**config.mk**
```make
export PLATFORM = sky130hd
export DESIGN_NAME = mem_access_ctrl_flat
export DESIGN_NICKNAME = d
export VERILOG_FILES = /design/src/rtl/cpu_pkg.sv /design/src/rtl/mem_access_ctrl_if.sv /design/src/rtl/mem_access_ctrl.sv /design/src/flat_wrapper.sv
export SDC_FILE = /design/constraint.sdc
export NUM_CORES = 1
export LEC_CHECK = 0
export ABC_AREA = 1
export CORE_ASPECT_RATIO = 0.5
export CORE_MARGIN = 4
export CORE_UTILIZATION = 48
export CTS_BUF_LIST = sky130_fd_sc_hd__clkbuf_4 sky130_fd_sc_hd__clkbuf_8
export DETAILED_ROUTE_END_ITERATION = 8
export PLACE_DENSITY = 0.86
export SKIP_LAST_GASP = 1
export SLEW_MARGIN = 10
export SYNTH_ARGS = -nofsm -noshare
export SYNTH_HDL_FRONTEND = slang
export SYNTH_SLANG_ARGS = --single-unit
```
**constraint.sdc**
```tcl
create_clock -name sys_clk -period 1.75 [get_ports sys_clk]
set_input_delay 0.175 -clock sys_clk [delete_from_list [all_inputs] [get_ports sys_clk]]
set_output_delay 0.175 -clock sys_clk [all_outputs]
set_load 0.02 [all_outputs]
```
**src/rtl/cpu_pkg.sv**
```systemverilog
// rtl/cpu_pkg.sv - shared widths, state encoding and op codes for the memory access stage
package cpu_pkg;

    localparam int ADDR_W = 8;
    localparam int DATA_W = 8;

    typedef enum logic [1:0] {
        IDLE   = 2'd0,
        ACCESS = 2'd1,
        WAIT   = 2'd2,
        DONE   = 2'd3
    } state_t;

    typedef enum logic {
        OP_RD = 1'b0,
        OP_WR = 1'b1
    } op_t;

endpackage

```
**src/rtl/mem_access_ctrl_if.sv**
```systemverilog
// rtl/mem_access_ctrl_if.sv - request/response bus between the control unit and the memory stage
interface mem_access_ctrl_if #(
    parameter int ADDR_W = cpu_pkg::ADDR_W,
    parameter int DATA_W = cpu_pkg::DATA_W
);

    logic [ADDR_W-1:0] addr_in;
    logic [DATA_W-1:0] wdata_in;
    logic              rd_req;
    logic              wr_req;
    logic              busy;
    logic              done;
    logic [DATA_W-1:0] rd_data;
    logic              req_drop;

    modport master (
        output addr_in, wdata_in, rd_req, wr_req,
        input  busy, done, rd_data, req_drop
    );

    modport slave (
        input  addr_in, wdata_in, rd_req, wr_req,
        output busy, done, rd_data, req_drop
    );

endinterface

```
**src/rtl/mem_access_ctrl.sv**
```systemverilog
// rtl/mem_access_ctrl.sv - serialised single-access controller for the synchronous main-memory RAM
module mem_access_ctrl #(
    parameter int ADDR_W   = cpu_pkg::ADDR_W,
    parameter int DATA_W   = cpu_pkg::DATA_W,
    parameter int WAIT_CYC = 2
) (
    input  logic              sys_clk,
    input  logic              sys_rst,
    mem_access_ctrl_if.slave  bus,
    output logic              ram_en,
    output logic              ram_we,
    output logic [ADDR_W-1:0] ram_addr,
    output logic [DATA_W-1:0] ram_wdata,
    input  logic [DATA_W-1:0] ram_rdata
);

    import cpu_pkg::*;

    localparam logic [3:0] WAIT_LOAD = (WAIT_CYC > 0) ? 4'(WAIT_CYC - 1) : 4'd0;

    state_t            state_q, state_d;
    logic [3:0]        cnt_q, cnt_d;
    op_t               op_q;
    logic              busy_q, done_q, drop_q;
    logic [DATA_W-1:0] rd_data_q;
    logic              any_req, accept;

    assign any_req = bus.rd_req | bus.wr_req;
    assign accept  = (state_q == IDLE) && any_req;

    always_comb begin
        state_d = state_q;
        cnt_d   = cnt_q;
        case (state_q)
            IDLE:    if (any_req) state_d = ACCESS;
            ACCESS: begin
                if (WAIT_CYC > 0) begin
                    state_d = WAIT;
                    cnt_d   = WAIT_LOAD;
                end else begin
                    state_d = DONE;
                end
            end
            WAIT: begin
                if (cnt_q == 4'd0) state_d = DONE;
                else               cnt_d   = cnt_q - 4'd1;
            end
            DONE:    state_d = IDLE;
            default: state_d = IDLE;
        endcase
    end

    // Outputs are registered from the next-state view so they line up with the state they describe.
    always_ff @(posedge sys_clk or posedge sys_rst) begin
        if (sys_rst) begin
            state_q   <= IDLE;
            cnt_q     <= 4'd0;
            op_q      <= OP_RD;
            busy_q    <= 1'b0;
            done_q    <= 1'b0;
            drop_q    <= 1'b0;
            rd_data_q <= '0;
            ram_en    <= 1'b0;
            ram_we    <= 1'b0;
            ram_addr  <= '0;
            ram_wdata <= '0;
        end else begin
            state_q <= state_d;
            cnt_q   <= cnt_d;
            busy_q  <= (state_d != IDLE);
            done_q  <= (state_q == DONE);
            drop_q  <= (state_q != IDLE) && any_req;
            ram_en  <= accept;
            ram_we  <= accept && bus.wr_req;
            if (accept) begin
                op_q     <= bus.wr_req ? OP_WR : OP_RD;
                ram_addr <= bus.addr_in;
                if (bus.wr_req) ram_wdata <= bus.wdata_in;
            end
            if (state_q == DONE && op_q == OP_RD) rd_data_q <= ram_rdata;
        end
    end

    assign bus.busy     = busy_q;
    assign bus.done     = done_q;
    assign bus.req_drop = drop_q;
    assign bus.rd_data  = rd_data_q;

endmodule
```
**src/flat_wrapper.sv**
```systemverilog
// flat-port wrapper written by rule: the top's interface ports become plain ports
module mem_access_ctrl_flat import cpu_pkg::*;
#(
    parameter int ADDR_W   = cpu_pkg::ADDR_W,
    parameter int DATA_W   = cpu_pkg::DATA_W,
    parameter int WAIT_CYC = 2
)
  (sys_clk, sys_rst, ram_en, ram_we, ram_addr, ram_wdata, ram_rdata, bus_addr_in, bus_wdata_in, bus_rd_req, bus_wr_req, bus_busy, bus_done, bus_rd_data, bus_req_drop);
  mem_access_ctrl_if #(.ADDR_W(ADDR_W), .DATA_W(DATA_W)) bus_i ();
  input  logic sys_clk;
  input  logic sys_rst;
  output logic ram_en;
  output logic ram_we;
  output logic [ADDR_W-1:0] ram_addr;
  output logic [DATA_W-1:0] ram_wdata;
  input  logic [DATA_W-1:0] ram_rdata;
  input wire logic [$bits(bus_i.addr_in)-1:0] bus_addr_in;
  input wire logic [$bits(bus_i.wdata_in)-1:0] bus_wdata_in;
  input wire logic [$bits(bus_i.rd_req)-1:0] bus_rd_req;
  input wire logic [$bits(bus_i.wr_req)-1:0] bus_wr_req;
  output wire logic [$bits(bus_i.busy)-1:0] bus_busy;
  output wire logic [$bits(bus_i.done)-1:0] bus_done;
  output wire logic [$bits(bus_i.rd_data)-1:0] bus_rd_data;
  output wire logic [$bits(bus_i.req_drop)-1:0] bus_req_drop;
  assign bus_i.addr_in = bus_addr_in;
  assign bus_i.wdata_in = bus_wdata_in;
  assign bus_i.rd_req = bus_rd_req;
  assign bus_i.wr_req = bus_wr_req;
  assign bus_busy = bus_i.busy;
  assign bus_done = bus_i.done;
  assign bus_rd_data = bus_i.rd_data;
  assign bus_req_drop = bus_i.req_drop;
  mem_access_ctrl #(.ADDR_W(ADDR_W), .DATA_W(DATA_W), .WAIT_CYC(WAIT_CYC)) u_core (.sys_clk(sys_clk), .sys_rst(sys_rst), .bus(bus_i), .ram_en(ram_en), .ram_we(ram_we), .ram_addr(ram_addr), .ram_wdata(ram_wdata), .ram_rdata(ram_rdata));
endmodule
```
==> run_1/layer_met4.png <==
Supply wires on this layer in grey.
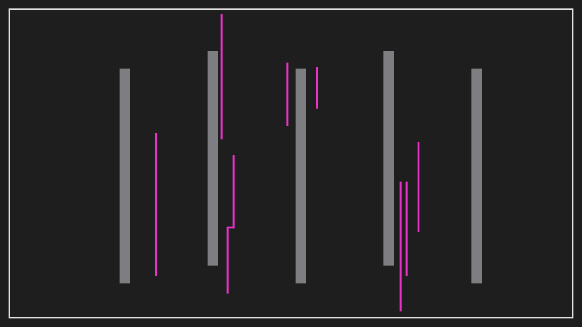
longest straight run: 21.8 um
nets with wire on the layer: 7

==> run_1/layer_met1.png <==
Supply wires on this layer in grey.
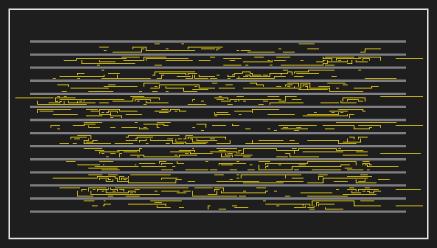
share of all routed wire: 41%
main direction: horizontal
wire length on this layer: 1530 um
nets with wire on the layer: 233
met1 GRT Util: 20.5%
via count: 1296

==> results.cfg, run 1 <==
; physical design summary
[routing]
ant_nets = 0
drc = 0
drt_iter0_drc = 62
firstDrtPassIters = 5
wl_per_cell_um = 14.0
vias_per_cell = 4.85
wirelength_um = 3730

[finish]
sh_comb_area_pct = 23.5
ff_latch_area_um2 = 901
fin_cells = 267
final.fill_count = 172
drive_gt1_share_pct = 7.83
comb_cells = 112
final_util_pct = 80.0
inverters = 13
mi_logic_area_um2 = 519
area_delta_synth_final_pct = 48.7
lay_top_count = nand2_1
signal_buffers = 61
n_antenna_cell = 0
sh_seq_area_pct = 40.7

[power]
combPwrFrac_pct = 51.2
pg_comb_mw = 2.15
power.group.top = combinational cells
switching_share_pct = 41.0
vdd_ir_drop_max_uv = 1030
clkPwrFrac_pct = 14.5
power.switching_mw = 1.72
power.share.sequential_pct = 34.3
power_mw = 4.20

[setup_path]
endpoint = ram_addr[1]
r2r-end = u_core.ram_wdata[4]$_DFFE_PP0P_
path_depth = 1
cp.arrival_ns = 1.28
timing.rr.start = u_core.state_q[0]$_DFF_PP0_
cpLargestDelayFamily = buffers and inverters
startpoint_type = flip-flop
crit_fanout = 2
path_class = flip-flop to output pin
r2r_slack_ns = 0.32
slowest_delay_ns = 0.63
worst-path-buf-inv = 1
cp-startpoint = u_core.ram_addr[1]$_DFFE_PP0P_
crit_path_end_kind = output pin

[synth]
edf_count = 0
yosysUniqueCellTypes = 19
synthesis.nets = 197
syn-cell-area_um2 = 1490
top_area_share_pct = 60.6
ys_sh_aoi_pct = 1.35
syn_inst = 163
ys_sh_mux_pct = 0
synth_dominant_cell_count = nand2_1
synth_flops = 36
common_cells = nand2_1 (80), dfrtp_1 (36), nand3_1 (13)
yosys.area_share.adder_pct = 5.05
synth-xor-area-share_pct = 0.589
synth.avg_cell_area_um2 = 9.12
simple_gate_share_pct = 27.9

[worst_hold_path]
hold_path.class = input pin to asynchronous set/reset pin

[floorplanning]
die_y_um = 47.4
fp.dieW_um = 86.7
chipArea_um2 = 4110
core.rowCount = 13
ios = 57

[clock_network]
clkSinkCount = 36
postCtsHoldBufs = 0
clk-insertion-delay-late_ns = 0.29
cts-root-buf = clkbuf_8
htree_levels = 2
clk_pin_slew_ns = 0.07
post_cts_resized = 0
tritoncts = built

[place]
placed_cells = 259
dp_hpwl_um = 2850
io_buffer_count = 56

[run_status]
outcome = finished clean

[global_route]
use_met2_pct = 34.5
gr-total-overflow = 0
grtUsageTotal_pct = 19.3
grt_pass1_wl_um = 5710
grt_max_degree = 21
antenna_found_initial = 0
grt-busiest-layer = met2
grt_pass1_vias = 1291

[final_timing]
slew_headroom_pct = 79.7
finalHoldViolCount = 0
rsz0062_at_grt = false
fin_setup_tns_ns = 0
layout_min_cycle_time_ns = 1.46
fmax_mhz = 687
setup_viol = 0
clock_skew_ns = 0.00390

[run]
warnings = 30
drv_cap = 0
==> run_1/clocks.png <==
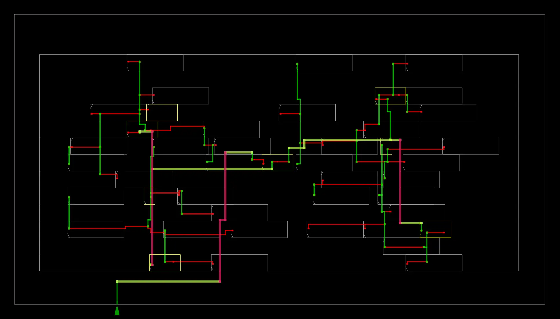
CLK BUF: 6
clk pwr: 0.609 mW
Flop Count: 36
CTS Buf Count: 5

## run 1: metal layers
| layer | part of all wire, % | wire length (um) |
|---|---|---|
| met2 | 51 | 1900 |
| met5 | 0 | 0 |
| met4 | 3.4 | 126 |
| met3 | 4.7 | 176 |
| met1 | 41 | 1530 |
## run 1: stage by stage
step           hold slack (ns)  worst slack, ns  area, um^2
6_report                 0.219            0.293        2210
5_1_grt                  0.235            0.229        2210
4_1_cts                  0.214            0.291        2210
3_5_place_dp             0.459            0.330        2120
3_3_place_gp             0.453            0.388        2120
2_1_floorplan            0.285            0.562        1490
## run 1: kinds of logic after synthesis
| group | count (synthesis) |
|---|---|
| AND/OR/NAND/NOR | 101 |
| flip-flops | 36 |
| buffers and inverters | 15 |
| adder cells (fa/ha/maj) | 6 |
| AND-OR/OR-AND | 4 |
| XOR/XNOR | 1 |
==> run_1/wires.png <==
Two of the layers only.
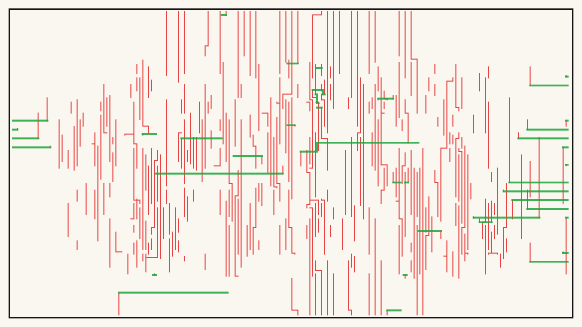

==> run 2, diff against run 1 <==
Settings changed: CORE_UTILIZATION 48 to 45, PLACE_DENSITY 0.86 to 0.82.
Clock period 1.75 ns to 1.5 ns, I/O delays scaled along.
==> run_2/wires.png <==
Two of the layers only.
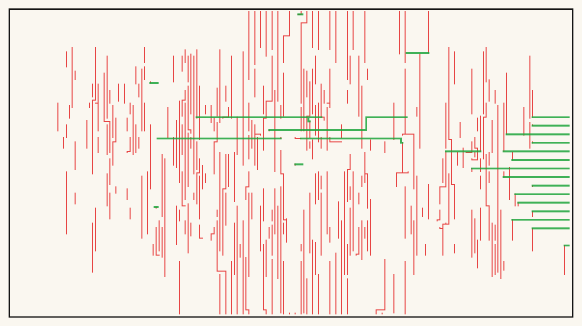
[green] metal 3 | wire length: 209 um
[red] metal 2 | wire length: 1800 um
Overall Global Routing Usage: 18.0%
via count: 1273
routed len/inst: 13.4 um

==> run_2/layer_met1.png <==
Supply wires on this layer in grey.
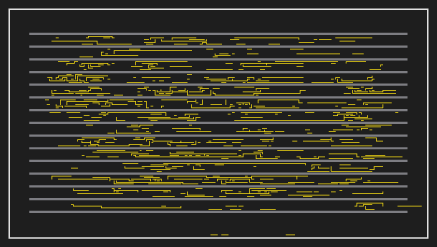
longest straight run: 30.4 um
main direction: horizontal
nets with wire on the layer: 229
share of all routed wire: 42%
wire length on this layer: 1520 um

==> run 2 against run 1 <==
Synthesized area unchanged. Clock-buffer cell count down 1. Die area up 5.8%. Routed wire length down 3.8%. First-iteration DRC count down 27%. Hold slack better by 0.038 ns. Critical path depth unchanged. Critical path type unchanged. Largest cell class unchanged.
==> results.cfg, run 2 <==
; physical design summary
[power]
combPwrFrac_pct = 46.3
clkPwrFrac_pct = 22.2
power.switching_mw = 1.99
power.share.sequential_pct = 31.5
switching_share_pct = 37.3
power_mw = 5.33
power.leakage_nw = 1.14
powerClk_mw = 1.18
pg_comb_mw = 2.47
power.group.top = combinational cells
vdd_ir_drop_max_uv = 1320

[final_timing]
finalHoldViolCount = 0
setup_viol = 0
fin_setup_tns_ns = 0
clock_skew_ns = 0.00645
rsz0062_at_grt = false
holdWs_ns = 0.256
layout_min_cycle_time_ns = 1.42
fmax_mhz = 704

[synth]
simple_gate_share_pct = 27.9
yosysUniqueCellTypes = 19
yosys.area_share.adder_pct = 5.05
ys_sh_mux_pct = 0
synth.avg_cell_area_um2 = 9.12
edf_count = 0
synth-xor-area-share_pct = 0.589
synthesis.nets = 197
synth_dominant_cell_count = nand2_1
common_cells = nand2_1 (80), dfrtp_1 (36), nand3_1 (13)
top_area_share_pct = 60.6
syn_inst = 163
yosys-top-cells-area = dfrtp_1 (61%), nand2_1 (20%), ha_1 (5.1%)
syn-cell-area_um2 = 1490
ys_sh_aoi_pct = 1.35

[global_route]
antenna_found_initial = 0
grt.met1_usage_pct = 21.4
gr-total-overflow = 0
use_met2_pct = 30.6
grt-busiest-layer = met2
grt_pass1_wl_um = 5950
grt_pass1_vias = 1285

[routing]
wirelength_met1_um = 1520
met2_length_um = 1800
ant_nets = 0
drt_iter0_drc = 45
wirelength_um = 3590
firstDrtPassIters = 4
vias_per_cell = 4.75
dr_wl_met3_um = 208
drc = 0
top_layer_used = met4

[clock_network]
cts_buffers = 5
cts_buffer_depth = 2
postCtsHoldBufs = 0
clk_pin_slew_ns = 0.08
clk-insertion-delay-late_ns = 0.29
cts-root-buf = clkbuf_8
post_cts_resized = 0
tritoncts = built
clkSinkCount = 36
htree_levels = 2

[setup_path]
cp.arrival_ns = 1.27
path_class = flip-flop to output pin
endpoint = ram_addr[3]
cp-startpoint = u_core.ram_addr[3]$_DFFE_PP0P_
startpoint_type = flip-flop
crit_fanout = 2
crit_path_end_kind = output pin
timing.rr.start = u_core.state_q[0]$_DFF_PP0_
worst-path-buf-inv = 1
r2r_slack_ns = 0.10
slowest_delay_ns = 0.62
cpLargestDelayFamily = buffers and inverters

[finish]
area_delta_synth_final_pct = 52.6
mi_logic_area_um2 = 522
lay_top_count = nand2_1
nets = 261
drive_gt1_share_pct = 7.46
n_antenna_cell = 0
final.fill_count = 224
fin_cells = 268

[floorplanning]
ios = 57
die_y_um = 48.6
chipArea_um2 = 4340
core.rowCount = 14

[run]
warnings = 30
drv_cap = 0

[run_status]
outcome = finished clean

[place]
dp_hpwl_um = 2740
placed_cells = 260
io_buffer_count = 56

[worst_hold_path]
hold_path.class = input pin to asynchronous set/reset pin
==> run_2/detail.png <==
The bar under the picture is 10 um long. Region (30, 9) to (60, 39) um. Cells in grey, sequential cells in the stronger grey; small squares are vias.
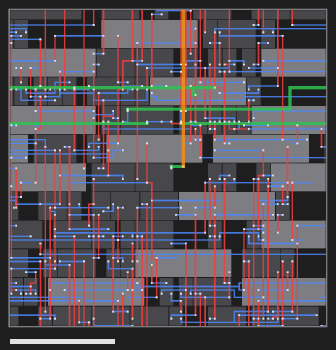
[red] metal 2
[blue] metal 1
[green] metal 3
[orange] metal 4
sequential cells in the window: 15
most frequent: nand2_1 (37), clkdlybuf4s50_1 (15), dfrtp_1 (15)
cells with their middle in the window: 81
netlist names of flops here include: u_core.ram_wdata (8), u_core.ram_addr (5)

-- run 2: netlist changes by cell type in the layout (fill, tap and decap cells not counted), sizes merged --
| cell | change |
|---|---|
| buf | -2 |
| clkinv | -2 |
| bufinv | +3 |
| clkbuf | -1 |
-- run 2: through the flow --
stage	setup WS, ns	area [um^2]	util (%)
after floorplan	0.312	1490	-
after global placement	0.168	2110	68.3
after detailed placement	0.0943	2110	68.3
after CTS	0.0681	2270	73.5
after global routing	0.0176	2270	73.6
final	0.0796	2270	73.6
-- run 2: layout make-up --
cell class	count	share of cell area, %
multi-input combinational	112	23.0
tap	40	2.21
clock buffer	5	3.03
sequential	36	39.7
inverter	13	2.37
timing repair buffer	59	25.7
clock inverter	3	3.97
Power figures rest on the tool's default switching activity, not on a simulated workload.
